### Met2 routing, run 1

Scale: 6 px per um. Cells faint in the background.
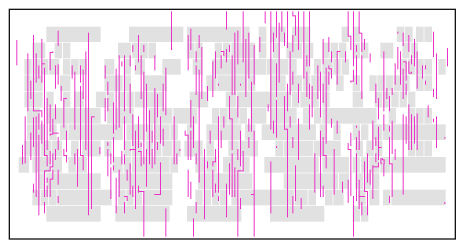
### Wiring by layer, run 1

Scale: 6 px per um. Only two layers are drawn.
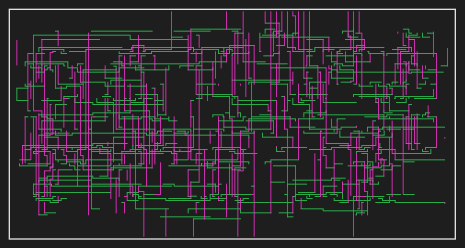
### Cell placement, run 1

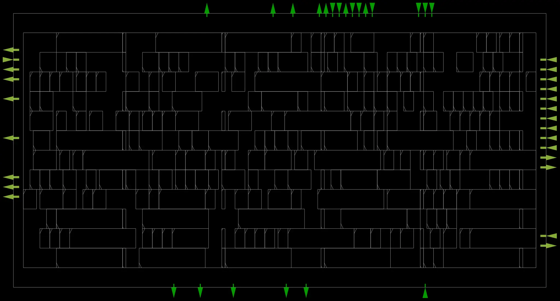
--- src/rtl/asp_hazard_pkg.sv ---
// Shared state encoding and default widths for the ASP hazard/stall controller.
package asp_hazard_pkg;
  typedef enum logic [1:0] {
    IDLE = 2'b00,
    BUSY = 2'b01,
    DONE = 2'b10
  } state_t;

  localparam int DEF_REG_ADDR_W = 5;
  localparam int DEF_PERF_W     = 16;
  localparam int DEF_MULDIV_LAT = 4;
  localparam int DEF_CNT_W      = 3;
endpackage

--- src/rtl/muldiv_latency_counter.sv ---
// Tracks EX occupancy of a multicycle mul/div op: IDLE -> BUSY (MULDIV_LAT cycles) -> DONE pulse.
module muldiv_latency_counter import asp_hazard_pkg::*; #(
  parameter int MULDIV_LAT = DEF_MULDIV_LAT,
  parameter int CNT_W      = DEF_CNT_W
) (
  input  logic   CLK,
  input  logic   Reset,
  input  logic   MulDiv_Start,
  output state_t State,
  output logic   MulDiv_Busy,
  output logic   MulDiv_Done
);
  localparam logic [CNT_W-1:0] RELOAD = CNT_W'(MULDIV_LAT - 1);

  logic [CNT_W-1:0] countReg;

  always_ff @(posedge CLK or negedge Reset) begin
    if (!Reset) begin
      State       <= IDLE;
      countReg    <= '0;
      MulDiv_Busy <= 1'b0;
      MulDiv_Done <= 1'b0;
    end else begin
      case (State)
        IDLE: begin
          MulDiv_Done <= 1'b0;
          if (MulDiv_Start) begin
            State       <= BUSY;
            countReg    <= RELOAD;
            MulDiv_Busy <= 1'b1;
          end
        end
        BUSY: begin
          // A new start request cannot be accepted while EX is occupied.
          if (countReg == '0) begin
            State       <= DONE;
            MulDiv_Busy <= 1'b0;
            MulDiv_Done <= 1'b1;
          end else begin
            countReg <= countReg - CNT_W'(1);
          end
        end
        DONE: begin
          MulDiv_Done <= 1'b0;
          if (MulDiv_Start) begin
            State       <= BUSY;
            countReg    <= RELOAD;
            MulDiv_Busy <= 1'b1;
          end else begin
            State <= IDLE;
          end
        end
        default: begin
          State       <= IDLE;
          MulDiv_Busy <= 1'b0;
          MulDiv_Done <= 1'b0;
        end
      endcase
    end
  end
endmodule

--- src/rtl/hazard_stall_unit.sv ---
// Pipeline hazard controller: load-use detect, mul/div EX freeze, branch flush and stall-cycle counter.
module hazard_stall_unit import asp_hazard_pkg::*; #(
  parameter int REG_ADDR_W = DEF_REG_ADDR_W,
  parameter int MULDIV_LAT = DEF_MULDIV_LAT,
  parameter int CNT_W      = DEF_CNT_W,
  parameter int PERF_W     = DEF_PERF_W
) (
  input  logic                  CLK,
  input  logic                  Reset,
  input  logic                  IdEx_MemRead,
  input  logic [REG_ADDR_W-1:0] IdEx_Rd,
  input  logic [REG_ADDR_W-1:0] IfId_Rs,
  input  logic [REG_ADDR_W-1:0] IfId_Rt,
  input  logic                  IfId_UsesRt,
  input  logic                  Branch_Taken,
  input  logic                  MulDiv_Start,
  output logic                  Stall_PC,
  output logic                  Stall_IfId,
  output logic                  Stall_IdEx,
  output logic                  Bubble_IdEx,
  output logic                  Flush_IfId,
  output logic                  MulDiv_Busy,
  output logic                  MulDiv_Done,
  output logic [PERF_W-1:0]     StallCycles
);
  state_t mdState;
  logic   loadUse;

  muldiv_latency_counter #(
    .MULDIV_LAT (MULDIV_LAT),
    .CNT_W      (CNT_W)
  ) uMulDiv (
    .CLK          (CLK),
    .Reset        (Reset),
    .MulDiv_Start (MulDiv_Start),
    .State        (mdState),
    .MulDiv_Busy  (MulDiv_Busy),
    .MulDiv_Done  (MulDiv_Done)
  );

  // x0 is hardwired zero, so a load targeting it never produces a hazard.
  assign loadUse = IdEx_MemRead && (IdEx_Rd != '0) &&
                   ((IdEx_Rd == IfId_Rs) || (IfId_UsesRt && (IdEx_Rd == IfId_Rt)));

  always_comb begin
    Stall_PC    = 1'b0;
    Stall_IfId  = 1'b0;
    Stall_IdEx  = 1'b0;
    Bubble_IdEx = 1'b0;
    Flush_IfId  = 1'b0;
    if (Reset) begin
      if (mdState == BUSY) begin
        Stall_PC   = 1'b1;
        Stall_IfId = 1'b1;
        Stall_IdEx = 1'b1;
      end else if (Branch_Taken) begin
        Flush_IfId  = 1'b1;
        Bubble_IdEx = 1'b1;
      end else if (loadUse) begin
        Stall_PC    = 1'b1;
        Stall_IfId  = 1'b1;
        Bubble_IdEx = 1'b1;
      end
    end
  end

  always_ff @(posedge CLK or negedge Reset) begin
    if (!Reset) begin
      StallCycles <= '0;
    end else if (Stall_PC && (StallCycles != '1)) begin
      StallCycles <= StallCycles + PERF_W'(1);
    end
  end
endmodule

--- config.mk ---
export PLATFORM = sky130hd
export DESIGN_NAME = hazard_stall_unit
export DESIGN_NICKNAME = d
export VERILOG_FILES = /design/src/rtl/asp_hazard_pkg.sv /design/src/rtl/muldiv_latency_counter.sv /design/src/rtl/hazard_stall_unit.sv
export SDC_FILE = /design/constraint.sdc
export NUM_CORES = 1
export LEC_CHECK = 0
export ABC_AREA = 1
export CAP_MARGIN = 10
export CORE_ASPECT_RATIO = 0.5
export CORE_UTILIZATION = 60
export CTS_CLUSTER_SIZE = 40
export DETAILED_ROUTE_END_ITERATION = 16
export DONT_BUFFER_PORTS = 1
export PLACE_DENSITY = 0.77
export SYNTH_ARGS = -nofsm -noshare
export SYNTH_HDL_FRONTEND = slang
export SYNTH_SLANG_ARGS = --single-unit
--- constraint.sdc ---
create_clock -name CLK -period 2.35 [get_ports CLK]
set_clock_uncertainty 0.15 [all_clocks]
set_input_delay 0.3525 -clock CLK [delete_from_list [all_inputs] [get_ports CLK]]
set_output_delay 0.3525 -clock CLK [all_outputs]
set_load 0.02 [all_outputs]
==> flow_metrics.tcl, run 1 <==
# place-and-route summary
set metrics [dict create \
    status "finished clean" \
    fp_util 0.670 \
    grt_util_met3 0.0789 \
    holdCritStartpoint "MulDiv_Start" \
    cts_tree "yes" \
    grt_pass1_vias 1154 \
    met2_length_mm 1.39 \
    drt_iter0_drc 56 \
    yosys.stat.seqShare 0.369 \
    cp_data_required_time_ns 1.85 \
    wl_met3_um 247 \
    fin_nets 257 \
    tightest_slew_ns 1.02 \
    insertedDiodeCount 0 \
    fmax_mhz 505 \
    num_rows 12 \
    syn_area_per_cell_um2 6.87 \
    hold_viol 0 \
    crit_arrival_ns 1.48 \
    finalSetupTns_ns 0 \
    logic_gate_count 166 \
    fin_util 0.713 \
    dr.pass1.iters 6 \
    grt_overflow 0 \
    path_clk_slew_ns 0.08 \
    setup_viol 0 \
    gp_congestion 0.857 \
    setup_ws_ns 0.370 \
    cts-root-buf "clkbuf_8" \
    numPlacedInstances 262 \
    cellPowerDensity_nw_per_um2 817 \
    clkPwrFrac 0.184 \
    top_usage_layer "met2" \
    bufAreaShareNonClock 0.0241 \
    drt-met1-wl_mm 1.50 \
    place_area_um2 1600 \
    nNonClkInverters 34 \
    pwr-share-seq 0.448 \
    instances_no_fill 267 \
    clk_latency_ns 0.27 \
    worstHoldPathType "input port to register" \
    p_leak_uw 0.000901 \
    cts.sinks 23 \
    r2r_cells 8 \
    highest_layer "met4" \
    max_cap_viol_count 0 \
    antenna_found_initial 0 \
    grt_usage 0.245 \
    max_flop_register "StallCycles" \
    slew_viol_final 0 \
    xor_area_frac 0.0787 \
    finalPower_uw 1360 \
    ir_drop_v 0.000487 \
    dp_hpwl_mm 2.37 \
    cts_resized 0 \
    worst-setup-path-type "register to output port" \
    area_share_clock_buf_inv 0.0271 \
    wl_mm 3.15 \
    numCtsBuffers 3 \
    vias_per_cell 5.14 \
    comb_power_share 0.368 \
    slew_headroom 0.315 \
    dpl_worst_slack_ns 0.457 \
    synth_area_um2 1560 \
    drc 0 \
    synthSimpleGateAreaFrac 0.398 \
    synth.cellmix.adderShare 0.0241 \
    chipArea_um2 2820 \
    floorplan.nets 251 \
]
Notes on 'Met2 routing' above:
nets with wire on the layer = 193
main direction = vertical
share of all routed wire = 44%

Notes on 'Wiring by layer' above:
M2 -> magenta  # wire length 1390 um
M1 -> green  # wire length 1500 um

Notes on 'Cell placement' above:
core area: 2330 um^2
flop share of the area: 0.347
sequential cells: 23
Tap Cells: 35
Fillers: 202

-- run 1: power by group through the flow --
stage               combinational [uW]  sequential (uW)  clock (uW)
finish                             499              607         250
global route                       579              620         267
CTS                                500              608         254
detailed placement                 484              616           0
global placement                   476              612           0
floorplan                          367              628           0
-- run 1: Yosys cell counts, drive strengths merged --
cell	number	area [um^2]
a31oi	1	6.26
a21oi	3	15.0
ha	3	37.5
nand4	3	18.8
dfrtp	23	576
nand3	25	143
xnor2	3	26.3
xor2	11	96.3
nor2	24	108
inv	34	128
nor3	5	25.0
nand2	82	320
buf	4	28.8
o21ai	5	25.0
or2	1	6.26
-- run 1: critical path, cell delays in order (launching register included) --
cell and delay (ns):
dfrtp_1 0.39, inv_2 0.06, nor2_1 0.15, inv_2 0.08
nor2_1 0.15, inv_2 0.05, nand2_2 0.34
--- run 2 (diff from run 1) ---
--- a/config.mk
+++ b/config.mk
@@ -8,11 +8,11 @@
 export ABC_AREA = 1
 export CAP_MARGIN = 10
 export CORE_ASPECT_RATIO = 0.5
-export CORE_UTILIZATION = 60
+export CORE_UTILIZATION = 56
 export CTS_CLUSTER_SIZE = 40
 export DETAILED_ROUTE_END_ITERATION = 16
 export DONT_BUFFER_PORTS = 1
-export PLACE_DENSITY = 0.77
+export PLACE_DENSITY = 0.75
 export SYNTH_ARGS = -nofsm -noshare
 export SYNTH_HDL_FRONTEND = slang
 export SYNTH_SLANG_ARGS = --single-unit
==> constraint.sdc (replaced) <==
create_clock -name CLK -period 1.64 [get_ports CLK]
set_clock_uncertainty 0.15 [all_clocks]
set_input_delay 0.246 -clock CLK [delete_from_list [all_inputs] [get_ports CLK]]
set_output_delay 0.246 -clock CLK [all_outputs]
set_load 0.02 [all_outputs]
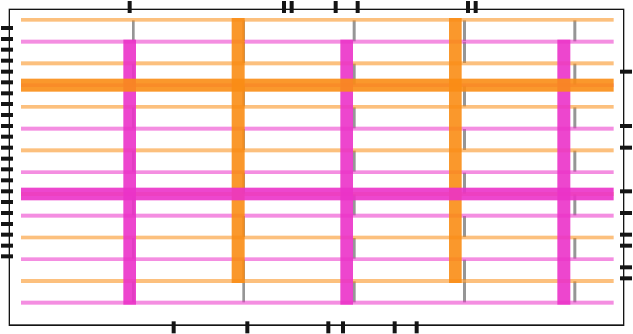
*PDN straps and rails, run 2*
Scale: 8 px per um. Pins as bars on the die edge. Tap cells in grey.
VDD -> orange
VSS -> magenta
met5 straps = 2
tap cells = 37
met4 straps = 5
signal pins = 44
VDD IR-drop max: 0.000709 V
core area: 2620 um^2

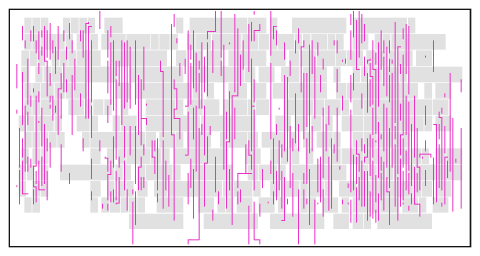
*Met2 routing, run 2*
Scale: 6 px per um. Cells faint in the background.
nets with wire on the layer = 243
main direction = vertical
longest straight run = 21.4 um

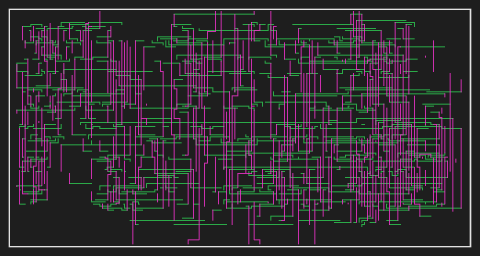
*Wiring by layer, run 2*
Scale: 6 px per um. Only two layers are drawn.
M1 -> green  # wire length 1730 um
M2 -> magenta  # wire length 1970 um
drt wl/cell: 13.0 um
GR Util All Layers: 0.266

==> run 2 against run 1 <==
The run now ends with setup timing left. Combinational power is 120% higher. Clock power is 45% higher. Final area is 25% higher. Largest cell class unchanged. Via count is 15% higher. Sequential cell count stayed put. Setup slack worse by 0.38 ns. Critical path depth is 3 higher. Non-clock buffer count is 39 higher. Sequential power is 41% higher.
==> flow_metrics.tcl, run 2 <==
# place-and-route summary
set metrics [dict create \
    nNonClkInverters 34 \
    dpl_worst_slack_ns 0.0118 \
    fin_nets 296 \
    vias_per_cell 5.14 \
    r2r_cells 9 \
    nWellTaps 37 \
    dr.pass1.iters 5 \
    grt_util_met3 0.0651 \
    cts-root-buf "clkbuf_8" \
    chipArea_um2 3010 \
    top_area_frac 0.369 \
    logic_gate_count 166 \
    tightest_slew_ns 0.422 \
    cp_num_buf_inv 1 \
    fmax_mhz 607 \
    ys.flop_type "dfrtp_1" \
    violations "setup timing" \
    numPlacedInstances 296 \
    synth_area_um2 1560 \
    grt_pass1_vias 1391 \
    numCtsBuffers 3 \
    crit_arrival_ns 1.66 \
    syn_area_per_cell_um2 6.87 \
    setup_ws_ns -0.00808 \
    pwr-share-seq 0.367 \
    yosys.stat.seqShare 0.369 \
    path_clk_slew_ns 0.08 \
    met2_length_mm 1.97 \
    setup_viol 2 \
    drt_iter0_drc 98 \
    cp.depth 9 \
    cpPeakStageDelay_ns 0.41 \
    p_comb_uw 1110 \
    clkPwrFrac 0.156 \
    max_flop_register "StallCycles" \
    finalSetupTns_ns -0.00965 \
    seq_cells 23 \
    critical-path-top-delay-family "simple AND/OR/NAND/NOR gates" \
    antenna_found_initial 0 \
    clk_latency_ns 0.27 \
    power-top-group "combinational logic" \
    drt-met1-wl_mm 1.73 \
    fp_util 0.595 \
    fin_util 0.792 \
    worst-setup-path-type "register to register" \
    slew_headroom 0.718 \
    status "complete, but fails checks" \
]
==> run 2: cell counts after synthesis <==
Identical to the previous run, type by type.
==> run 2: logic make-up after synthesis <==
| group | count (synthesis) | share of synthesized area |
|---|---|---|
| and+or+nand+nor | 140 | 0.398 |
| xor gates and xnor gates | 14 | 0.0787 |
| AOI/OAI and AO/OA | 9 | 0.0297 |
| adders and majority gates | 3 | 0.0241 |
| buffers and inverters | 38 | 0.100 |
| DFF | 23 | 0.369 |
==> run 2: timing repair <==
| item | CTS | global route |
|---|---|---|
| buffers inserted | 3 | 2 |
| endpoints found under the setup margin | 4 | 20 |
| hold buffers | 1 | 0 |
| endpoints found under the hold margin | 23 | 0 |
| gates resized | 3 | 6 |
| gates cloned | 1 | 0 |
| pin swaps | 1 | 0 |
--- run 3 (diff from run 2) ---
--- a/config.mk
+++ b/config.mk
@@ -8,11 +8,11 @@
 export ABC_AREA = 1
 export CAP_MARGIN = 10
 export CORE_ASPECT_RATIO = 0.5
-export CORE_UTILIZATION = 56
+export CORE_UTILIZATION = 60
 export CTS_CLUSTER_SIZE = 40
 export DETAILED_ROUTE_END_ITERATION = 16
 export DONT_BUFFER_PORTS = 1
-export PLACE_DENSITY = 0.75
+export PLACE_DENSITY = 0.77
 export SYNTH_ARGS = -nofsm -noshare
 export SYNTH_HDL_FRONTEND = slang
 export SYNTH_SLANG_ARGS = --single-unit
==> constraint.sdc (replaced) <==
create_clock -name CLK -period 1.9 [get_ports CLK]
set_clock_uncertainty 0.15 [all_clocks]
set_input_delay 0.285 -clock CLK [delete_from_list [all_inputs] [get_ports CLK]]
set_output_delay 0.285 -clock CLK [all_outputs]
set_load 0.02 [all_outputs]
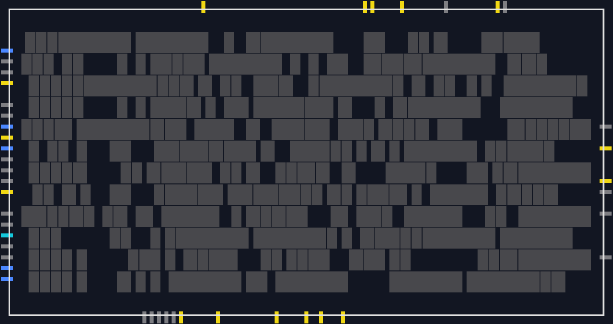
*Ports around the boundary, run 3*
Scale: 8 px per um. Pins as bars across the die edge, other pins in grey.
IdEx_MemRead -> cyan  # pins 1, direction input, edge left
IfId_Rt -> blue  # pins 5, direction input, edge left
StallCycles -> yellow  # pins 16, direction output, edge 6 bottom, 5 top, 3 left, 2 right
all pins by edge = 20 left, 11 bottom, 7 top, 6 right
Die X: 74.1 um
die height: 38.0 um

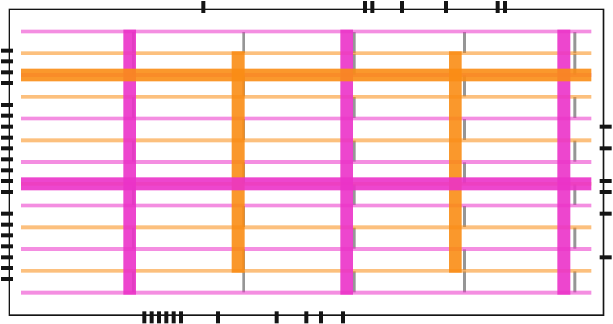
*PDN straps and rails, run 3*
Scale: 8 px per um. Pins as bars on the die edge. Tap cells in grey.
VSS -> magenta
VDD -> orange
signal pins = 44
met1 rails = 13
met4 straps = 5
core area: 2330 um^2
VDD IR-drop max: 0.000617 V

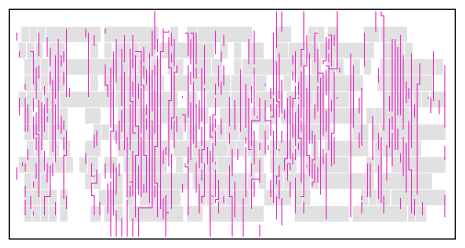
*Met2 routing, run 3*
Scale: 6 px per um. Cells faint in the background.
wire length on this layer = 1770 um
main direction = vertical
share of all routed wire = 49%

==> run 3 against run 2 <==
The run now ends clean. Largest power group unchanged. Sequential cell count unchanged. Power decreased by 22%. Critical path depth unchanged. Count of clock-buffer cells in the layout unchanged. Worst hold slack improved by 0.036 ns. Non-clock buffer count decreased by 24.
==> flow_metrics.tcl, run 3 <==
# place-and-route summary
set metrics [dict create \
    numCtsBuffers 3 \
    logic_family "simple AND/OR/NAND/NOR gates" \
    grt_pass1_vias 1293 \
    power-top-group "combinational logic" \
    numPlacedInstances 277 \
    clkPwrFrac 0.169 \
    p_sw_frac 0.431 \
    lay_top_cells "nand2_1 (78), inv_1 (27), dfrtp_1 (23), nand3_1 (23), nor2_1 (19)" \
    dp_hpwl_mm 2.55 \
    cpPeakStageDelay_ns 0.36 \
    pwr-share-seq 0.391 \
    rr_startpoint "StallCycles[0]$_DFFE_PN0P_" \
    wl_met3_um 344 \
    status "finished clean" \
    top_area_frac 0.369 \
    synthSimpleGateAreaFrac 0.398 \
    drt-met1-wl_mm 1.46 \
    ys.flop_type "dfrtp_1" \
    grt_usage 0.263 \
    avgRoutedWirePerCell_um 12.6 \
    finalPower_uw 1820 \
    crit_arrival_ns 1.88 \
    dpl_worst_slack_ns 0.0688 \
    holdCritStartpoint "MulDiv_Start" \
    fin_nets 273 \
    postCtsSetupRepairBufs 0 \
    vias_per_cell 5.19 \
    finish.instance_area_um2 1830 \
    cts-root-buf "clkbuf_8" \
    path_clk_slew_ns 0.08 \
    cp_num_buf_inv 0 \
    xor_area_frac 0.0787 \
    cts.sinks 23 \
    grt_util_met3 0.0711 \
    wl_mm 3.58 \
    cp.depth 9 \
    tightest_slew_ns 1.02 \
    drt_iter0_drc 85 \
    antenna_found_initial 0 \
    fp_util 0.670 \
    ys_sh_aoi 0.0297 \
    p_comb_uw 800 \
    fmax_mhz 546 \
    setup_viol 0 \
    critical-path-top-delay-family "simple AND/OR/NAND/NOR gates" \
    max_flop_register "StallCycles" \
    clk_latency_ns 0.26 \
    cp-start-kind "register" \
    met2_length_mm 1.77 \
    syn_area_per_cell_um2 6.87 \
    r2r_cells 9 \
    synth.cellmix.adderShare 0.0241 \
    post-synth-top-count-cell "nand2_1" \
    finalSetupTns_ns 0 \
    dr.pass1.iters 4 \
    largest_register_ffs 16 \
    cp_cell_sequence "ha_1 > nand3_2 > nor2_4 > nand2_2 > nor2_4 > nand3_4 > nand2_8 > nand2_1 > nand2_1" \
    setup_ws_ns 0.0690 \
    slew_headroom 0.315 \
    synth_area_um2 1560 \
    chipArea_um2 2820 \
    ys_sh_mux 0 \
]
[run 3: cell counts after synthesis]
Identical to the previous run, type by type.
[run 3: cell families after synthesis]
kind of cell / count (synthesis)
AND/OR/NAND/NOR: 140
buffers and inverters: 38
AND-OR/OR-AND: 9
XOR/XNOR: 14
adder cells (fa/ha/maj): 3
flip-flops: 23
[run 3: layout make-up]
class                           instances  area share
Clock buffer                            3      0.0226
Tap cell                               35      0.0239
Clock inverter                          1     0.00273
Inverter                               34      0.0697
Multi-Input combinational cell        167       0.476
Timing Repair Buffer                   20      0.0902
Sequential cell                        23       0.314
[run 3: repair_timing]
item / 4_1_cts / 5_1_grt
cloned: 0 / 1
hold endpoints to repair: 23 / 0
pin swaps: 0 / 1
endpoints found under the setup margin: 1 / 17
resized: 1 / 5
hold buffers: 1 / 0
Power is estimated from default activity; no workload was simulated.
